Fig. 1: the metal 1 layer
Scale bar: 100 µm.
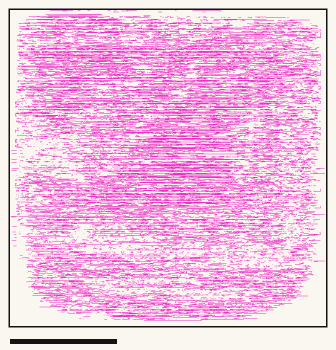
Fig. 2: pin placement
Scale bar: 100 µm. Pins as bars across the die edge, other pins in gray.
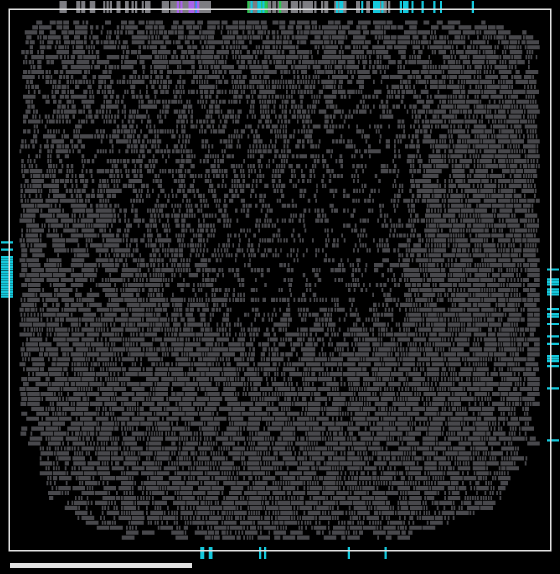
Fig. 3: layout detail
Scale bar: 20 µm. Window x 123 to 173, y 183 to 233 µm. Cells in gray, sequential cells in the stronger gray; small squares are vias.
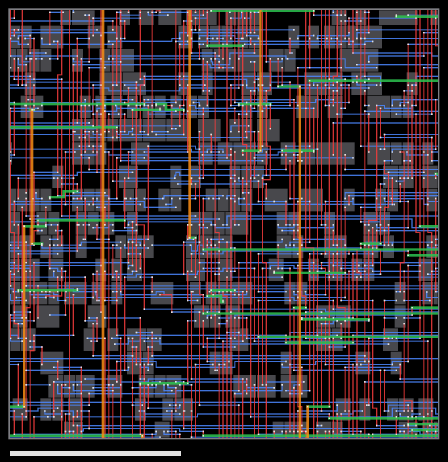
--- src/rtl/instr_register_pkg.sv ---
// -----------------------------------------------------------------------------
// instr_register_pkg
// Shared types for the instruction register and its sequential reader:
//   opcode_t, operand_t, instruction_t  - instruction register contents
//   reader_state_t                      - instr_reader state encoding
//   result_t                            - signed 64-bit evaluation result
// -----------------------------------------------------------------------------
package instr_register_pkg;

   localparam int OPERAND_W = 32;
   localparam int RESULT_W  = 64;

   typedef enum logic [3:0] {
      ZERO  = 4'd0,
      PASSA = 4'd1,
      PASSB = 4'd2,
      ADD   = 4'd3,
      SUB   = 4'd4,
      MULT  = 4'd5,
      DIV   = 4'd6,
      MOD   = 4'd7
   } opcode_t;

   typedef logic signed [OPERAND_W-1:0] operand_t;

   typedef struct packed {
      opcode_t  opc;
      operand_t op_a;
      operand_t op_b;
   } instruction_t;

   typedef enum logic [1:0] {
      IDLE  = 2'd0,
      FETCH = 2'd1,
      HOLD  = 2'd2,
      DONE  = 2'd3
   } reader_state_t;

   typedef logic signed [RESULT_W-1:0] result_t;

endpackage

--- src/rtl/instr_alu.sv ---
// -----------------------------------------------------------------------------
// instr_alu
// Combinational evaluator for one instruction word.
//   instr  in  instruction_t  opcode and two signed 32-bit operands
//   result out result_t       signed 64-bit result
//   err    out 1              result invalid (divide by zero / divider absent)
// Build option: INSTR_READER_DIV_EN defined -> DIV/MOD implemented; undefined
// -> no divider, DIV/MOD return 0 with err set.
// -----------------------------------------------------------------------------
module instr_alu
   import instr_register_pkg::*;
(
   input  instruction_t instr,
   output result_t      result,
   output logic         err
);

   result_t a64;
   result_t b64;

   // Operands widened first so ADD/SUB/MULT cannot overflow and the
   // -2^31 / -1 quotient is representable.
   assign a64 = {{(RESULT_W-OPERAND_W){instr.op_a[OPERAND_W-1]}}, instr.op_a};
   assign b64 = {{(RESULT_W-OPERAND_W){instr.op_b[OPERAND_W-1]}}, instr.op_b};

   always_comb begin
      result = '0;
      err    = 1'b0;
      case (instr.opc)
         ZERO:  result = '0;
         PASSA: result = a64;
         PASSB: result = b64;
         ADD:   result = a64 + b64;
         SUB:   result = a64 - b64;
         MULT:  result = a64 * b64;
`ifdef INSTR_READER_DIV_EN
         DIV: begin
            if (instr.op_b == '0) err = 1'b1;
            else                  result = a64 / b64;
         end
         MOD: begin
            if (instr.op_b == '0) err = 1'b1;
            else                  result = a64 % b64;
         end
`else
         DIV:   err = 1'b1;
         MOD:   err = 1'b1;
`endif
         default: result = '0;
      endcase
   end

endmodule

--- src/rtl/instr_reader.sv ---
// -----------------------------------------------------------------------------
// instr_reader
// Walks read_pointer over a contiguous (wrapping) run of instruction register
// locations, evaluates each instruction and streams the results out.
//   clk, reset_n        clock, synchronous active-low reset
//   start, first_ptr,   run request and its parameters (sampled in IDLE only)
//   count
//   read_pointer        registered address into the instruction register
//   instruction_word    combinational read data for read_pointer
//   res_valid/res_ready result handshake
//   res_data/res_ptr/   result, source location, opcode, error flag
//   res_opc/res_err
//   busy                high in FETCH and HOLD
//   done                one-cycle pulse after the final handshake
// Build option: INSTR_READER_DIV_EN (see instr_alu) enables DIV/MOD.
// -----------------------------------------------------------------------------
module instr_reader
   import instr_register_pkg::*;
#(
   parameter int NUM_ENTRIES = 32,
   localparam int AW = $clog2(NUM_ENTRIES)
) (
   input  logic          clk,
   input  logic          reset_n,
   input  logic          start,
   input  logic [AW-1:0] first_ptr,
   input  logic [AW:0]   count,
   output logic [AW-1:0] read_pointer,
   input  instruction_t  instruction_word,
   output logic          res_valid,
   input  logic          res_ready,
   output result_t       res_data,
   output logic [AW-1:0] res_ptr,
   output opcode_t       res_opc,
   output logic          res_err,
   output logic          busy,
   output logic          done
);

   reader_state_t state_q, state_d;
   logic [AW-1:0] rd_ptr_q, rd_ptr_d;
   logic [AW:0]   remaining_q, remaining_d;
   logic          res_valid_q, res_valid_d;
   result_t       res_data_q, res_data_d;
   logic [AW-1:0] res_ptr_q, res_ptr_d;
   opcode_t       res_opc_q, res_opc_d;
   logic          res_err_q, res_err_d;

   result_t       alu_result;
   logic          alu_err;

   instr_alu u_alu (
      .instr  (instruction_word),
      .result (alu_result),
      .err    (alu_err)
   );

   always_comb begin
      state_d     = state_q;
      rd_ptr_d    = rd_ptr_q;
      remaining_d = remaining_q;
      res_valid_d = res_valid_q;
      res_data_d  = res_data_q;
      res_ptr_d   = res_ptr_q;
      res_opc_d   = res_opc_q;
      res_err_d   = res_err_q;
      case (state_q)
         IDLE: begin
            if (start) begin
               if (count != '0) begin
                  rd_ptr_d    = first_ptr;
                  remaining_d = count;
                  state_d     = FETCH;
               end else begin
                  state_d = DONE;
               end
            end
         end
         FETCH: begin
            // Only cycle in which instruction_word is observed.
            res_data_d  = alu_result;
            res_err_d   = alu_err;
            res_opc_d   = instruction_word.opc;
            res_ptr_d   = rd_ptr_q;
            res_valid_d = 1'b1;
            state_d     = HOLD;
         end
         HOLD: begin
            if (res_valid_q && res_ready) begin
               res_valid_d = 1'b0;
               if (remaining_q == (AW+1)'(1)) begin
                  state_d = DONE;
               end else begin
                  remaining_d = remaining_q - (AW+1)'(1);
                  // Power-of-two depth: natural AW-bit overflow is the wrap.
                  rd_ptr_d    = rd_ptr_q + AW'(1);
                  state_d     = FETCH;
               end
            end
         end
         DONE:    state_d = IDLE;
         default: state_d = IDLE;
      endcase
   end

   always_ff @(posedge clk) begin
      if (!reset_n) begin
         state_q     <= IDLE;
         rd_ptr_q    <= '0;
         remaining_q <= '0;
         res_valid_q <= 1'b0;
         res_data_q  <= '0;
         res_ptr_q   <= '0;
         res_opc_q   <= ZERO;
         res_err_q   <= 1'b0;
      end else begin
         state_q     <= state_d;
         rd_ptr_q    <= rd_ptr_d;
         remaining_q <= remaining_d;
         res_valid_q <= res_valid_d;
         res_data_q  <= res_data_d;
         res_ptr_q   <= res_ptr_d;
         res_opc_q   <= res_opc_d;
         res_err_q   <= res_err_d;
      end
   end

   assign read_pointer = rd_ptr_q;
   assign res_valid    = res_valid_q;
   assign res_data     = res_data_q;
   assign res_ptr      = res_ptr_q;
   assign res_opc      = res_opc_q;
   assign res_err      = res_err_q;
   assign busy         = (state_q == FETCH) || (state_q == HOLD);
   assign done         = (state_q == DONE);

endmodule
--- config.mk ---
export PLATFORM = sky130hd
export DESIGN_NAME = instr_reader
export DESIGN_NICKNAME = d
export VERILOG_FILES = /design/src/rtl/instr_register_pkg.sv /design/src/rtl/instr_alu.sv /design/src/rtl/instr_reader.sv
export SDC_FILE = /design/constraint.sdc
export NUM_CORES = 2
export LEC_CHECK = 0
export ABC_AREA = 1
export CORE_MARGIN = 5
export CORE_UTILIZATION = 59
export DETAILED_ROUTE_END_ITERATION = 10
export PLACE_DENSITY = 0.8
export SLEW_MARGIN = 30
export SYNTH_ARGS = -nofsm -noshare
export SYNTH_HDL_FRONTEND = slang
export SYNTH_SLANG_ARGS = --single-unit
--- constraint.sdc ---
create_clock -name clk -period 8.47 [get_ports clk]
set_input_delay 1.2705 -clock clk [delete_from_list [all_inputs] [get_ports clk]]
set_output_delay 1.2705 -clock clk [all_outputs]
set_load 0.01 [all_outputs]
==> flow_summary.toml <==
# physical design summary
[synthesis]
mux_area_frac = 0
compound_area_frac = 0.0553
ys_ff = 88
ys.flop_type = "dfxtp_1"
seq_area_frac_synth = 0.0364
mappedNetlistArea_um2 = 48400
ys_chip_area_um2 = 48400
top_area_frac = 0.448
logic_family = "adder cells"
simple_gate_area_frac = 0.221
synth-edff-count = 0
ys_sh_xor = 0.000904
adder_share = 0.514
synth_nets = 8080
synth.avg_cell_area_um2 = 7.28
synth_cell_types = 55
syn_inst = 6656
largest_area_cell = "fa_1"
async_flop_share = 0
top_cells_by_area = "fa_1, inv_1, nand2_1"
top_cell = "inv_1"
yosys_warnings = 0
ys_cells = 6656
top_cells_by_count = "inv_1, nand2_1, fa_1"

[floorplan]
core_area_um2 = 81700
fp_util = 0.593
chipArea_um2 = 87900
io_pins = 165
rows = 105
die_y_um = 297
die_width_um = 297

[critical_path]
cp.depth = 28
crit_path_start = "instruction_word[13]"
rr_worst_depth = 10
cp_top_family = "adder cells"
critical_path_buf_inv_count = 7
slowest_stage = "fa_1"
cp-endpoint = "res_data[27]"
cp_max_fo = 11
endpoint_kind = "flip-flop"
rrSetupSlack_ps = 5710
cp-start-kind = "input pin"
r2r_start = "state_q[0]"
worst_path_most_repeated_cell = "fa_1"
critPathRequiredTime_ps = 8760
arrival_ps = 8630
timing.rr.end = "read_pointer[2]"
crit_type = "input pin to flip-flop"
slowest_delay_ps = 580

[cells_and_area]
areaGrowthSynthToFinish_pct = 17.5
final_cell_area_um2 = 56900
stdcell_count = 8229
drive_gt1_frac = 0.126
fillCellCount = 6557
nets = 8573

[routing]
drt_iter0_markers = 4439
num_vias = 45038
post_drt_wl_per_cell_um = 21.0
vias_per_cell = 5.47
totalWireLength_mm = 173
final_antenna_net_count = 0
drc = 0
dr.pass1.iters = 8

[clock_tree]
root_buffer = "clkbuf_16"
hold_buffers = 0
clkLatencyLatePin_ps = 360
cts_tree = "built"
htreeDepth = 3
ctsResizeCount = 6
cts_buffer_depth = 2
cts_made_buffers = 9
clk_transition_reported_paths_ps = 70
cts_setup_buffers = 0
clock_sinks = 88

[sta]
hold_ws_ps = 470
relSlewSlack = 0.466
setup_viol = 0
slew_viol_final = 0
clock_skew_ps = 5.76
fmaxAchievable_mhz = 120
fin_crit_ps = 8340
hold_viol = 0
tightest_slew_ps = 801
setup_tns_ps = 0
timing.final.crit_share = 0.984

[flow_run]
log.warning_count = 64
maxCapViolCount = 0

[grt]
grt_pass1_wl_mm = 264
grt_pass1_vias = 47109
grt_overflow_total = 0
grtUsageTotal = 0.392
antenna_found_initial = 6
grt_max_degree = 66

[placement]
place.gp.congestion = 1.05
port_buffers = 164
dp_hpwl_mm = 148
placed_cells = 8190
dpl-instance-area_um2 = 55600

[min_path]
hp-start = "res_err"
hold_path_class = "flip-flop to flip-flop"
min_path_cells = 2
hold_end = "res_err"

[outcome]
outcome = "finished, final reports clean"
About Fig. 1:
nets with wire on the layer	8060
main direction	horizontal
longest straight run	85.3 µm
wire length on this layer	62.4 mm
share of all routed wire	36%

About Fig. 2:
port	color	pins	direction	edge
count	purple	6	input	top
res_valid	blue	1	output	top
instruction_word	cyan	68	input	22 top, 19 right, 19 left, 8 bottom
first_ptr	green	5	input	top
all pins by edge	119 top, 19 right, 19 left, 8 bottom

About Fig. 3:
layer	color
M3	green
M4	orange
M1	blue
M2	red
most frequent	nand2_1 (83), inv_1 (46), buf_4 (27)
cells with their middle in the window	249
sequential cells in the window	0

==> metrics by stage <==
| step | setup slack, ps | util |
|---|---|---|
| after floorplan | 125 | - |
| after global placement | -420 | 0.680 |
| after detailed placement | -507 | 0.680 |
| after CTS | 7.15 | 0.685 |
| after global routing | -48.5 | 0.697 |
| final | 132 | 0.697 |
==> per-layer routing <==
| layer | GRT usage | vias up | part of all wire |
|---|---|---|---|
| met3 | 0.0761 | 660 | 0.10 |
| li1 | - | 20060 | - |
| met1 | 0.496 | 21870 | 0.36 |
| met4 | 0.206 | 0 | 0.075 |
| met5 | 0 | - | 0 |
| met2 | 0.644 | 2448 | 0.46 |
==> layout make-up <==
cell class,count,area [µm²],share of cell area
multi-input combinational,4393,39100,0.686
timing repair buffer,751,7270,0.128
inverter,1906,7160,0.126
sequential,88,1760,0.0309
tap,1070,1340,0.0235
clock buffer,10,239,0.00420
clock inverter,6,103,0.00180
antenna,5,12.5,0.000220
==> registers in the layout, indices dropped and copies added, names as in the netlist <==
register,cells
read_pointer,5
remaining_q,6
res_data,64
res_err,1
res_opc,4
res_ptr,5
res_valid,1
state_q,2
==> placed cells by master, fill, tap and decap left out, types with 22 or more instances in the layout <==
cell type / instances
inv_1: 1879
nand2_1: 1871
fa_1: 1066
buf_4: 487
nand3_1: 224
ha_1: 218
nor2_1: 211
a21oi_1: 184
clkdlybuf4s50_1: 155
o21ai_0: 122
dfxtp_1: 88
buf_12: 85
nand2_2: 83
nand4_1: 64
a21oi_2: 45
o21bai_1: 41
nor2_2: 37
ha_4: 28
inv_2: 24
nor3_1: 22
